### config.mk
export PLATFORM = sky130hd
export DESIGN_NAME = glut_stage_sequencer
export DESIGN_NICKNAME = d
export VERILOG_FILES = /design/src/rtl/glut_ctrl_pkg.sv /design/src/rtl/glut_stage_desc_ram.sv /design/src/rtl/glut_stage_sequencer.sv
export SDC_FILE = /design/constraint.sdc
export NUM_CORES = 1
export LEC_CHECK = 0
export ABC_AREA = 1
export CAP_MARGIN = 20
export CORE_UTILIZATION = 61
export CTS_CLUSTER_SIZE = 25
export DETAILED_ROUTE_END_ITERATION = 8
export HOLD_SLACK_MARGIN = 0.15
export PLACE_DENSITY_LB_ADDON = 0.1
export SLEW_MARGIN = 10
export SYNTH_ARGS = -nofsm -noshare
export SYNTH_HDL_FRONTEND = slang
export SYNTH_SLANG_ARGS = --single-unit
export TNS_END_PERCENT = 30
### constraint.sdc
create_clock -name clk -period 3.3 [get_ports clk]
set_input_delay 0.495 -clock clk [delete_from_list [all_inputs] [get_ports clk]]
set_output_delay 0.495 -clock clk [all_outputs]
set_load 0.01 [all_outputs]
### src/rtl/glut_ctrl_pkg.sv
// rtl/glut_ctrl_pkg.sv - select encodings, cfg_word layout, FSM states and one-hot check for the glut sequencer
package glut_ctrl_pkg;

    localparam logic [2:0] SEL_EAST  = 3'b001;
    localparam logic [2:0] SEL_NORTH = 3'b010;
    localparam logic [2:0] SEL_SOUTH = 3'b100;

    // cfg_word = {block_en, input_sel_a[2:0], input_sel_b[2:0], output_sel[2:0]}
    localparam int CFG_W        = 10;
    localparam int CFG_EN_BIT   = 9;
    localparam int CFG_SELA_LSB = 6;
    localparam int CFG_SELB_LSB = 3;
    localparam int CFG_OUT_LSB  = 0;

    typedef enum logic [1:0] {
        ST_IDLE,
        ST_LOAD,
        ST_RUN,
        ST_FIN
    } seq_state_t;

    function automatic logic sel_is_onehot(input logic [2:0] sel);
        return (sel == SEL_EAST) || (sel == SEL_NORTH) || (sel == SEL_SOUTH);
    endfunction

endpackage

### src/rtl/glut_stage_desc_ram.sv
// rtl/glut_stage_desc_ram.sv - stage descriptor storage: per-block routing words plus burst/drain lengths
module glut_stage_desc_ram
    import glut_ctrl_pkg::*;
#(
    parameter int NBLK   = 4,
    parameter int NSTAGE = 8,
    parameter int LEN_W  = 16,
    parameter int DRN_W  = 8,
    localparam int SW    = $clog2(NSTAGE),
    localparam int BW    = $clog2(NBLK)
) (
    input  logic                    clk,
    input  logic                    cfg_we_i,
    input  logic [SW-1:0]           cfg_stage_i,
    input  logic [BW-1:0]           cfg_blk_i,
    input  logic [CFG_W-1:0]        cfg_word_i,
    input  logic                    len_we_i,
    input  logic [SW-1:0]           len_stage_i,
    input  logic [LEN_W-1:0]        len_beats_i,
    input  logic [DRN_W-1:0]        len_drain_i,
    input  logic [SW-1:0]           rd_stage_i,
    output logic [NBLK*CFG_W-1:0]   rd_cfg_o,
    output logic [LEN_W-1:0]        rd_beats_o,
    output logic [DRN_W-1:0]        rd_drain_o
);

    // Contents are deliberately not reset; software programs every used slot.
    logic [NBLK*CFG_W-1:0]   cfg_mem [NSTAGE];
    logic [LEN_W+DRN_W-1:0]  len_mem [NSTAGE];

    always_ff @(posedge clk) begin
        if (cfg_we_i) begin
            cfg_mem[cfg_stage_i][cfg_blk_i*CFG_W +: CFG_W] <= cfg_word_i;
        end
        if (len_we_i) begin
            len_mem[len_stage_i] <= {len_beats_i, len_drain_i};
        end
    end

    assign rd_cfg_o                 = cfg_mem[rd_stage_i];
    assign {rd_beats_o, rd_drain_o} = len_mem[rd_stage_i];

endmodule

### src/rtl/glut_stage_sequencer.sv
// rtl/glut_stage_sequencer.sv - steps a glut block chain through programmed stages, driving routing and stage_start
module glut_stage_sequencer
    import glut_ctrl_pkg::*;
#(
    parameter int NBLK   = 4,
    parameter int NSTAGE = 8,
    parameter int LEN_W  = 16,
    parameter int DRN_W  = 8,
    localparam int SW    = $clog2(NSTAGE),
    localparam int BW    = $clog2(NBLK)
) (
    input  logic                clk,
    input  logic                rst_n,
    input  logic                cfg_we_i,
    input  logic [SW-1:0]       cfg_stage_i,
    input  logic [BW-1:0]       cfg_blk_i,
    input  logic [CFG_W-1:0]    cfg_word_i,
    input  logic                len_we_i,
    input  logic [SW-1:0]       len_stage_i,
    input  logic [LEN_W-1:0]    len_beats_i,
    input  logic [DRN_W-1:0]    len_drain_i,
    input  logic [SW:0]         num_stages_i,
    input  logic                start_i,
    input  logic                abort_i,
    output logic                busy_o,
    output logic                done_o,
    output logic                aborted_o,
    output logic                cfg_err_o,
    output logic [SW-1:0]       cur_stage_o,
    output logic                src_ready_o,
    output logic [NBLK-1:0]     stage_start_o,
    output logic [NBLK-1:0]     block_en_o,
    output logic [3*NBLK-1:0]   input_sel_a_o,
    output logic [3*NBLK-1:0]   input_sel_b_o,
    output logic [3*NBLK-1:0]   output_sel_o
);

    seq_state_t          state_q;
    logic [SW-1:0]       stage_q;
    logic [SW:0]         num_q;
    logic [LEN_W-1:0]    beats_q;
    logic [DRN_W-1:0]    drain_q;
    logic                busy_q, done_q, aborted_q, cfg_err_q, src_ready_q;
    logic [NBLK-1:0]     stage_start_q, block_en_q;
    logic [3*NBLK-1:0]   sel_a_q, sel_b_q, out_sel_q;

    logic [SW-1:0]       rd_idx;
    logic [NBLK*CFG_W-1:0] rd_cfg;
    logic [LEN_W-1:0]    rd_beats;
    logic [DRN_W-1:0]    rd_drain;
    logic [SW:0]         stage_inc;
    logic                last_stage, run_last, goto_load, cfg_bad;
    logic [NBLK-1:0]     ld_en;
    logic [3*NBLK-1:0]   ld_sel_a, ld_sel_b, ld_out;

    glut_stage_desc_ram #(
        .NBLK   (NBLK),
        .NSTAGE (NSTAGE),
        .LEN_W  (LEN_W),
        .DRN_W  (DRN_W)
    ) u_desc_ram (
        .clk         (clk),
        .cfg_we_i    (cfg_we_i && (state_q == ST_IDLE)),
        .cfg_stage_i (cfg_stage_i),
        .cfg_blk_i   (cfg_blk_i),
        .cfg_word_i  (cfg_word_i),
        .len_we_i    (len_we_i && (state_q == ST_IDLE)),
        .len_stage_i (len_stage_i),
        .len_beats_i (len_beats_i),
        .len_drain_i (len_drain_i),
        .rd_stage_i  (rd_idx),
        .rd_cfg_o    (rd_cfg),
        .rd_beats_o  (rd_beats),
        .rd_drain_o  (rd_drain)
    );

    // The RAM is read for the stage being entered, so routing is already valid during LOAD.
    assign stage_inc  = {1'b0, stage_q} + (SW+1)'(1);
    assign last_stage = (stage_inc == num_q);
    assign rd_idx     = (state_q == ST_IDLE) ? '0 : stage_inc[SW-1:0];
    assign run_last   = ((beats_q == LEN_W'(1)) && (drain_q == '0)) ||
                        ((beats_q == '0) && (drain_q == DRN_W'(1)));

    always_comb begin
        goto_load = 1'b0;
        case (state_q)
            ST_IDLE: goto_load = start_i && (num_stages_i != '0);
            ST_LOAD: goto_load = (beats_q == '0) && !last_stage;
            ST_RUN:  goto_load = run_last && !last_stage;
            default: goto_load = 1'b0;
        endcase
    end

    always_comb begin
        cfg_bad  = 1'b0;
        ld_en    = '0;
        ld_sel_a = '0;
        ld_sel_b = '0;
        ld_out   = '0;
        for (int i = 0; i < NBLK; i++) begin
            ld_en[i]          = rd_cfg[i*CFG_W + CFG_EN_BIT];
            ld_sel_a[3*i +: 3] = rd_cfg[i*CFG_W + CFG_SELA_LSB +: 3];
            ld_sel_b[3*i +: 3] = rd_cfg[i*CFG_W + CFG_SELB_LSB +: 3];
            ld_out[3*i +: 3]   = rd_cfg[i*CFG_W + CFG_OUT_LSB +: 3];
            if (ld_en[i] && (!sel_is_onehot(ld_sel_a[3*i +: 3]) ||
                             !sel_is_onehot(ld_sel_b[3*i +: 3]))) begin
                cfg_bad = 1'b1;
            end
        end
    end

    always_ff @(posedge clk) begin
        if (!rst_n) begin
            state_q       <= ST_IDLE;
            stage_q       <= '0;
            num_q         <= '0;
            beats_q       <= '0;
            drain_q       <= '0;
            busy_q        <= 1'b0;
            done_q        <= 1'b0;
            aborted_q     <= 1'b0;
            cfg_err_q     <= 1'b0;
            src_ready_q   <= 1'b0;
            stage_start_q <= '0;
            block_en_q    <= '0;
            sel_a_q       <= '0;
            sel_b_q       <= '0;
            out_sel_q     <= '0;
        end else if (abort_i && (state_q != ST_IDLE)) begin
            state_q       <= ST_IDLE;
            busy_q        <= 1'b0;
            done_q        <= 1'b0;
            aborted_q     <= 1'b1;
            src_ready_q   <= 1'b0;
            stage_start_q <= '0;
        end else begin
            done_q    <= 1'b0;
            aborted_q <= 1'b0;
            case (state_q)
                ST_IDLE: begin
                    if (start_i) begin
                        num_q <= num_stages_i;
                        if (num_stages_i == '0) begin
                            state_q   <= ST_FIN;
                            done_q    <= 1'b1;
                            cfg_err_q <= 1'b0;
                        end else begin
                            state_q <= ST_LOAD;
                            busy_q  <= 1'b1;
                        end
                    end
                end
                ST_LOAD: begin
                    if (beats_q == '0) begin
                        if (last_stage) begin
                            state_q <= ST_FIN;
                            done_q  <= 1'b1;
                            busy_q  <= 1'b0;
                        end
                    end else begin
                        state_q       <= ST_RUN;
                        stage_start_q <= '1;
                        src_ready_q   <= 1'b1;
                    end
                end
                ST_RUN: begin
                    if (run_last) begin
                        stage_start_q <= '0;
                        src_ready_q   <= 1'b0;
                        if (last_stage) begin
                            state_q <= ST_FIN;
                            done_q  <= 1'b1;
                            busy_q  <= 1'b0;
                        end else begin
                            state_q <= ST_LOAD;
                        end
                    end else begin
                        src_ready_q <= (beats_q > LEN_W'(1));
                        if (beats_q != '0) begin
                            beats_q <= beats_q - LEN_W'(1);
                        end else begin
                            drain_q <= drain_q - DRN_W'(1);
                        end
                    end
                end
                default: state_q <= ST_IDLE;
            endcase
            if (goto_load) begin
                stage_q    <= rd_idx;
                beats_q    <= rd_beats;
                drain_q    <= rd_drain;
                block_en_q <= ld_en;
                sel_a_q    <= ld_sel_a;
                sel_b_q    <= ld_sel_b;
                out_sel_q  <= ld_out;
                cfg_err_q  <= (state_q == ST_IDLE) ? cfg_bad : (cfg_err_q | cfg_bad);
            end
        end
    end

    assign busy_o        = busy_q;
    assign done_o        = done_q;
    assign aborted_o     = aborted_q;
    assign cfg_err_o     = cfg_err_q;
    assign cur_stage_o   = stage_q;
    assign src_ready_o   = src_ready_q;
    assign stage_start_o = stage_start_q;
    assign block_en_o    = block_en_q;
    assign input_sel_a_o = sel_a_q;
    assign input_sel_b_o = sel_b_q;
    assign output_sel_o  = out_sel_q;

endmodule

==> metrics.yaml, run 1 <==
run_status: "complete, no violations"
wl_met3_um: 4040
grt_pass1_wl_um: 99500
final-nonclk-buf-share_pct: 6.44
fin_skew_ns: 0.0246
ys_types: 44
ff_count: 591
nets: 2693
dieArea_um2: 43300
netlist_top_cells_count: "539 x nand2_1, 512 x edfxtp_1, 362 x nor2_1, 196 x nand3_1, 188 x inv_1"
maxUsedRoutingLayer: "met4"
drc_errors: 0
area_leaders: "edfxtp_1 59%, nand2_1 7.8%, dfxtp_1 6.1%"
ff_type: "edfxtp_1"
clockPowerShare_pct: 24.5
core_um2: 41900
rsz0062_at_grt: "no"
numPortBuffers: 103
simple_gate_area_share_pct: 19.0
synth-edff-count: 512
multi_input_comb_cells: 1567
post-cts-setup-buffers: 0
routed-wl-met2_um: 32400
fp_nets: 2566
drt_iter0_drc: 1702
timing.rr.start: "state_q[0]$_SDFFE_PP0P_"
clkCellAreaFrac_pct: 6.33
run 1: per-stage QoR:
step / cells / instance area (um^2) / hold slack (ns) / worst slack (ns)
after floorplan: 2497 / 25900 / 0.444 / 0.481
after global placement: 3102 / 27800 / 0.458 / 0.289
after detailed placement: 3102 / 27800 / 0.459 / 0.198
after CTS: 3214 / 29700 / 0.365 / 0.182
after global routing: 3214 / 29700 / 0.407 / 0.0210
final: 3214 / 29700 / 0.365 / 0.229
run 1: tightest hold or removal path, delay by kind of cell:
kind | cells | cell delay (ns)
buffers and inverters | 2 | 0.30
AND/OR/NAND/NOR | 1 | 0.15
run 1: cells by family after synthesis:
family                     count (synthesis)
and+or+nand+nor                         1184
DFF                                      591
AOI/OAI and AO/OA                        349
buffers and inverters                    339
xor gates and xnor gates                  17
adders and majority gates                 17
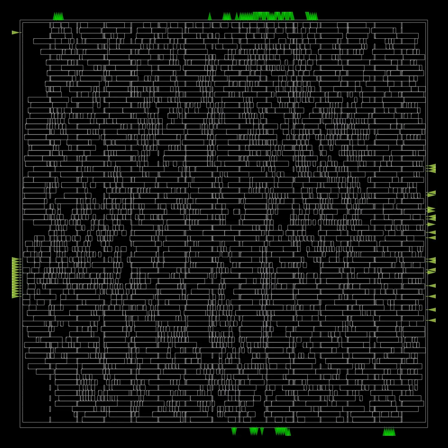
*Cell placement, run 1*
Final Util: 70.8%
filler instances: 3016

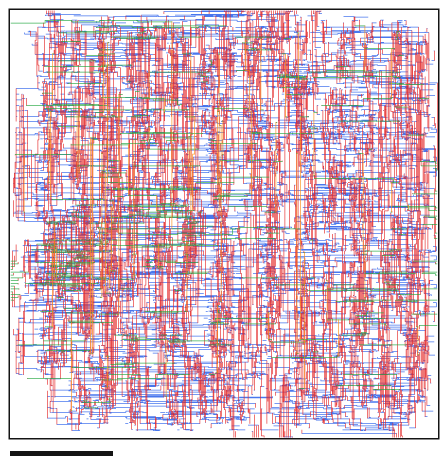
*Signal wires by layer, run 1*
Bar = 50 um.
Key: green = met3 [wire length 4040 um]; blue = met1 [wire length 25.9 mm]; red = met2 [wire length 32.4 mm]; orange = met4 [wire length 2350 um]
final WL: 64600 um
gr usage total: 30.0%

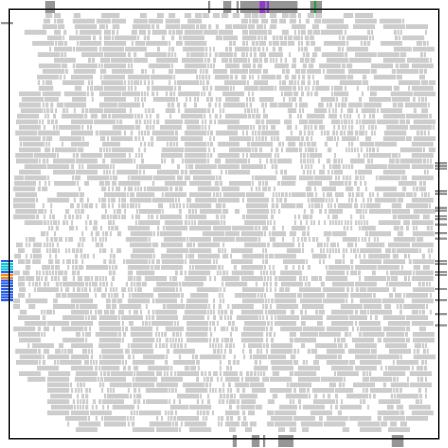
*I/O pins on the die edge, run 1*
Pins as bars across the die edge, other pins in grey.
Key: blue = `cfg_word_i` [pins 10, direction input, edge left]; green = `src_ready_o` [pins 1, direction output, edge top]; purple = `num_stages_i` [pins 4, direction input, edge top]; orange = `cfg_blk_i` [pins 2, direction input, edge left]; cyan = `cfg_stage_i` [pins 3, direction input, edge left]

## Run 2: what changed since run 1
--- a/config.mk
+++ b/config.mk
@@ -6,7 +6,7 @@
 export NUM_CORES = 1
 export LEC_CHECK = 0
 export ABC_AREA = 1
-export CAP_MARGIN = 20
+export CAP_MARGIN = 15
 export CORE_UTILIZATION = 61
 export CTS_CLUSTER_SIZE = 25
 export DETAILED_ROUTE_END_ITERATION = 8
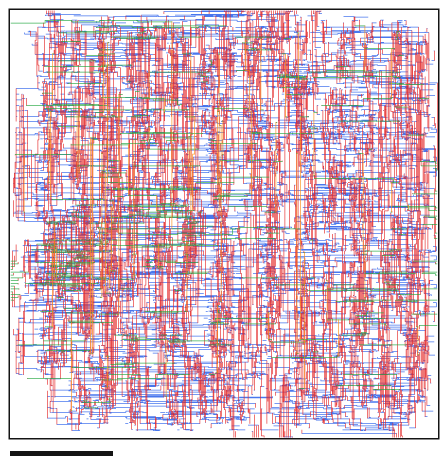
*Signal wires by layer, run 2*
Bar = 50 um.
Key: red = met2 [wire length 32.4 mm]; blue = met1 [wire length 25.9 mm]; orange = met4 [wire length 2350 um]; green = met3 [wire length 4040 um]

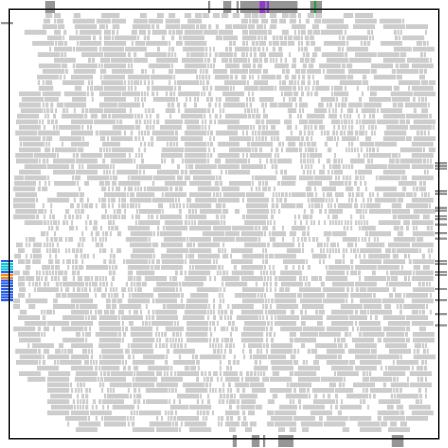
*I/O pins on the die edge, run 2*
Pins as bars across the die edge, other pins in grey.
Key: cyan = `cfg_stage_i` [pins 3, direction input, edge left]; orange = `cfg_blk_i` [pins 2, direction input, edge left]; green = `src_ready_o` [pins 1, direction output, edge top]; blue = `cfg_word_i` [pins 10, direction input, edge left]; purple = `num_stages_i` [pins 4, direction input, edge top]
All pins by edge: 47 top, 21 bottom, 20 right, 16 left.
die width: 208 um
die y size: 208 um
IO buf count: 103

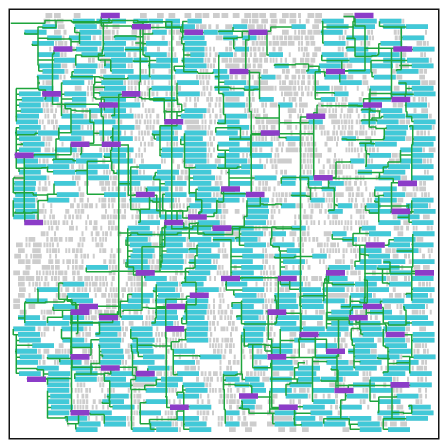
*Clock wires, drivers and flops, run 2*
Key: purple = cells driving clock nets [count 59]; cyan = flip-flops [count 591]; green = clock wires [length 6250 um]
There are 60 routed clock nets.

==> run 2 against run 1 <==
  * Sequential share of layout area is the same
  * Final cell count is the same
  * Sequential cell count is the same
  * Core utilization is the same
  * Routed wire length is the same
  * Sequential power is essentially flat
  * Global-route usage is the same
  * Die size is the same
  * Non-clock buffer count is the same
  * Power is the same
  * Final area is the same
  * Critical endpoint unchanged
  * Largest cell class unchanged
==> metrics.yaml, run 2 <==
run_status: "complete, no violations"
ff_type: "edfxtp_1"
core_um2: 41900  # unchanged
setup_ws_ns: 0.229  # unchanged
nets: 2693  # unchanged
routed-wl-met2_um: 32400  # unchanged
design_area_um2: 29700  # unchanged
ctsLongestPathBuffers: 3
placed_cells: 3102  # unchanged
rsz0062_at_grt: "no"
grtUsageTotal_pct: 30.0  # unchanged
final_core_util_pct: 70.8  # unchanged
pre_cts_ws_ns: 0.198  # unchanged
fin_skew_ns: 0.0246  # unchanged
synth-edff-count: 512  # unchanged
wirelength_um: 64600  # unchanged
drt_iter0_drc: 1702  # unchanged
fp_nets: 2566  # unchanged
regMostFlops: "u_desc_ram.cfg_mem"
final_cells: 3214  # unchanged
ys_types: 44  # unchanged
timing.rr.start: "state_q[0]$_SDFFE_PP0P_"
cp.depth: 17
area_leaders: "edfxtp_1 59%, nand2_1 7.8%, dfxtp_1 6.1%"
ctsRootBufferMaster: "clkbuf_16"
maxUsedRoutingLayer: "met4"
post-cts-setup-buffers: 0  # unchanged
clockPowerShare_pct: 24.5  # about the same
-- run 2: cell counts after synthesis --
No cell type changed its count.
-- run 2: kinds of logic after synthesis --
logic type / after synthesis
xor gates and xnor gates: 17
and+or+nand+nor: 1184
DFF: 591
adders and majority gates: 17
AOI/OAI and AO/OA: 349
buffers and inverters: 339
-- run 2: final cells by class --
type | instances | area, um^2
multi-input combinational | 1567 | 7530
clock buffer | 84 | 1650
timing repair buffer | 206 | 1910
fill | 3016 | 12200
inverter | 199 | 749
sequential | 591 | 17000
tap | 539 | 674
clock inverter | 28 | 230
-- run 2: what timing repair did --
action,4_1_cts,5_1_grt
gates resized,0,1
endpoints found under the hold margin,0,0
endpoints found under the setup margin,0,1
## Run 3: what changed since run 2
--- a/config.mk
+++ b/config.mk
@@ -8,10 +8,12 @@
 export ABC_AREA = 1
 export CAP_MARGIN = 15
 export CORE_UTILIZATION = 61
+export CTS_CLUSTER_DIAMETER = 60
 export CTS_CLUSTER_SIZE = 25
 export DETAILED_ROUTE_END_ITERATION = 8
 export HOLD_SLACK_MARGIN = 0.15
 export PLACE_DENSITY_LB_ADDON = 0.1
+export REMOVE_ABC_BUFFERS = 1
 export SLEW_MARGIN = 10
 export SYNTH_ARGS = -nofsm -noshare
 export SYNTH_HDL_FRONTEND = slang
==> run 3 against run 2 <==
  * Combinational power about the same
  * Sequential share of layout area increased by 0.81 points
  * Count of clock-buffer cells in the layout decreased by 40
  * Global-route usage rose by 0.16 points
  * Critical path depth is 1 lower
  * Critical endpoint unchanged
==> metrics.yaml, run 3 <==
pre_cts_ws_ns: 0.110  # -0.0874 ns
die_x_um: 208  # unchanged
run_status: "complete, no violations"
regArea_um2: 17000  # unchanged
nets: 2677  # -0.59%
final_cells: 3177  # -1.2%
ctsRootBufferMaster: "clkbuf_16"
design_area_um2: 29300  # -1.4%
placed_cells: 3106  # +0.13%
largest_cell_class: "flip-flops and latches"
clockPowerShare_pct: 21.4  # -3.1 points
setup_ws_ns: 0.228  # -0.000910 ns
ctsLongestPathBuffers: 3  # unchanged
fin_skew_ns: 0.0258  # +0.00124 ns
nClkBuffers: 44  # -48%
numPortBuffers: 103  # unchanged
fillers: 3057  # +1.4%
wirelength_um: 65200  # +0.90%
core_um2: 41900  # unchanged
area_leaders: "edfxtp_1 59%, nand2_1 7.8%, dfxtp_1 6.1%"
ff_type: "edfxtp_1"
logic_area_um2: 7540  # +0.18%
[run 3: worst paths after layout]
kind / cells after the start / to
min: 2 / busy_o$_SDFFE_PP0P_
max reg2reg: 16 / cfg_err_o$_SDFFE_PN0P_
max: 16 / cfg_err_o$_SDFFE_PN0P_
min reg2reg: 2 / busy_o$_SDFFE_PP0P_
[run 3: worst max-delay path: cells and delay by family (launching register included)]
| family | cells | cell delay (ns) |
|---|---|---|
| compound gates | 2 | 0.20 |
| fa+ha+maj | 1 | 0.33 |
| buf+inv | 3 | 0.71 |
| flops | 1 | 0.35 |
| simple gates | 10 | 1.36 |
[run 3: power groups by stage]
stage	clock [uW]	combinational [uW]	sequential, uW
final	5410	10800	9040
after global placement	0	10400	9180
after global routing	5710	11900	9100
after CTS	5470	10700	9040
after floorplan	0	6240	9250
after detailed placement	0	10600	9210
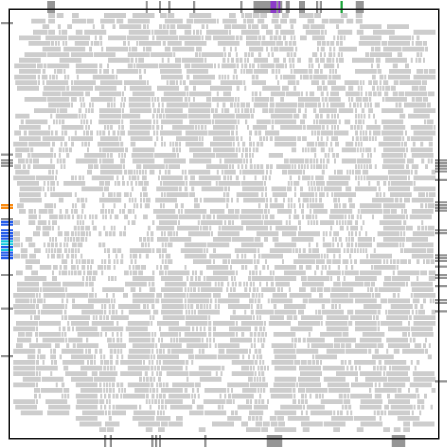
*I/O pins on the die edge, run 3*
Pins as bars across the die edge, other pins in grey.
Key: orange = `cfg_blk_i` [pins 2, direction input, edge left]; green = `src_ready_o` [pins 1, direction output, edge top]; blue = `cfg_word_i` [pins 10, direction input, edge left]; purple = `num_stages_i` [pins 4, direction input, edge top]; cyan = `cfg_stage_i` [pins 3, direction input, edge left]
All pins by edge: 36 top, 24 left, 23 right, 21 bottom.

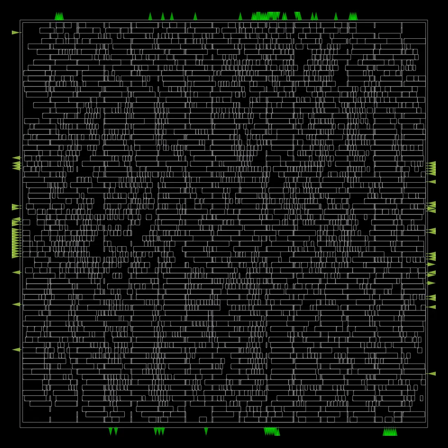
*Cell placement, run 3*
sequential fraction of total cell area: 57.9%
tap cells: 539
Final Util: 69.8%

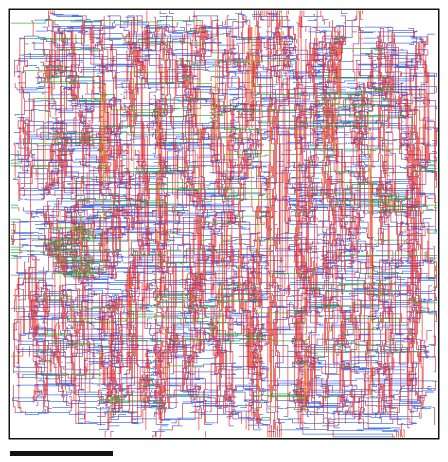
*Signal wires by layer, run 3*
Bar = 50 um.
Key: blue = met1 [wire length 26.3 mm]; orange = met4 [wire length 2240 um]; green = met3 [wire length 4490 um]; red = met2 [wire length 32.2 mm]

No activity file was given, so power comes from the tool's default toggle rates.
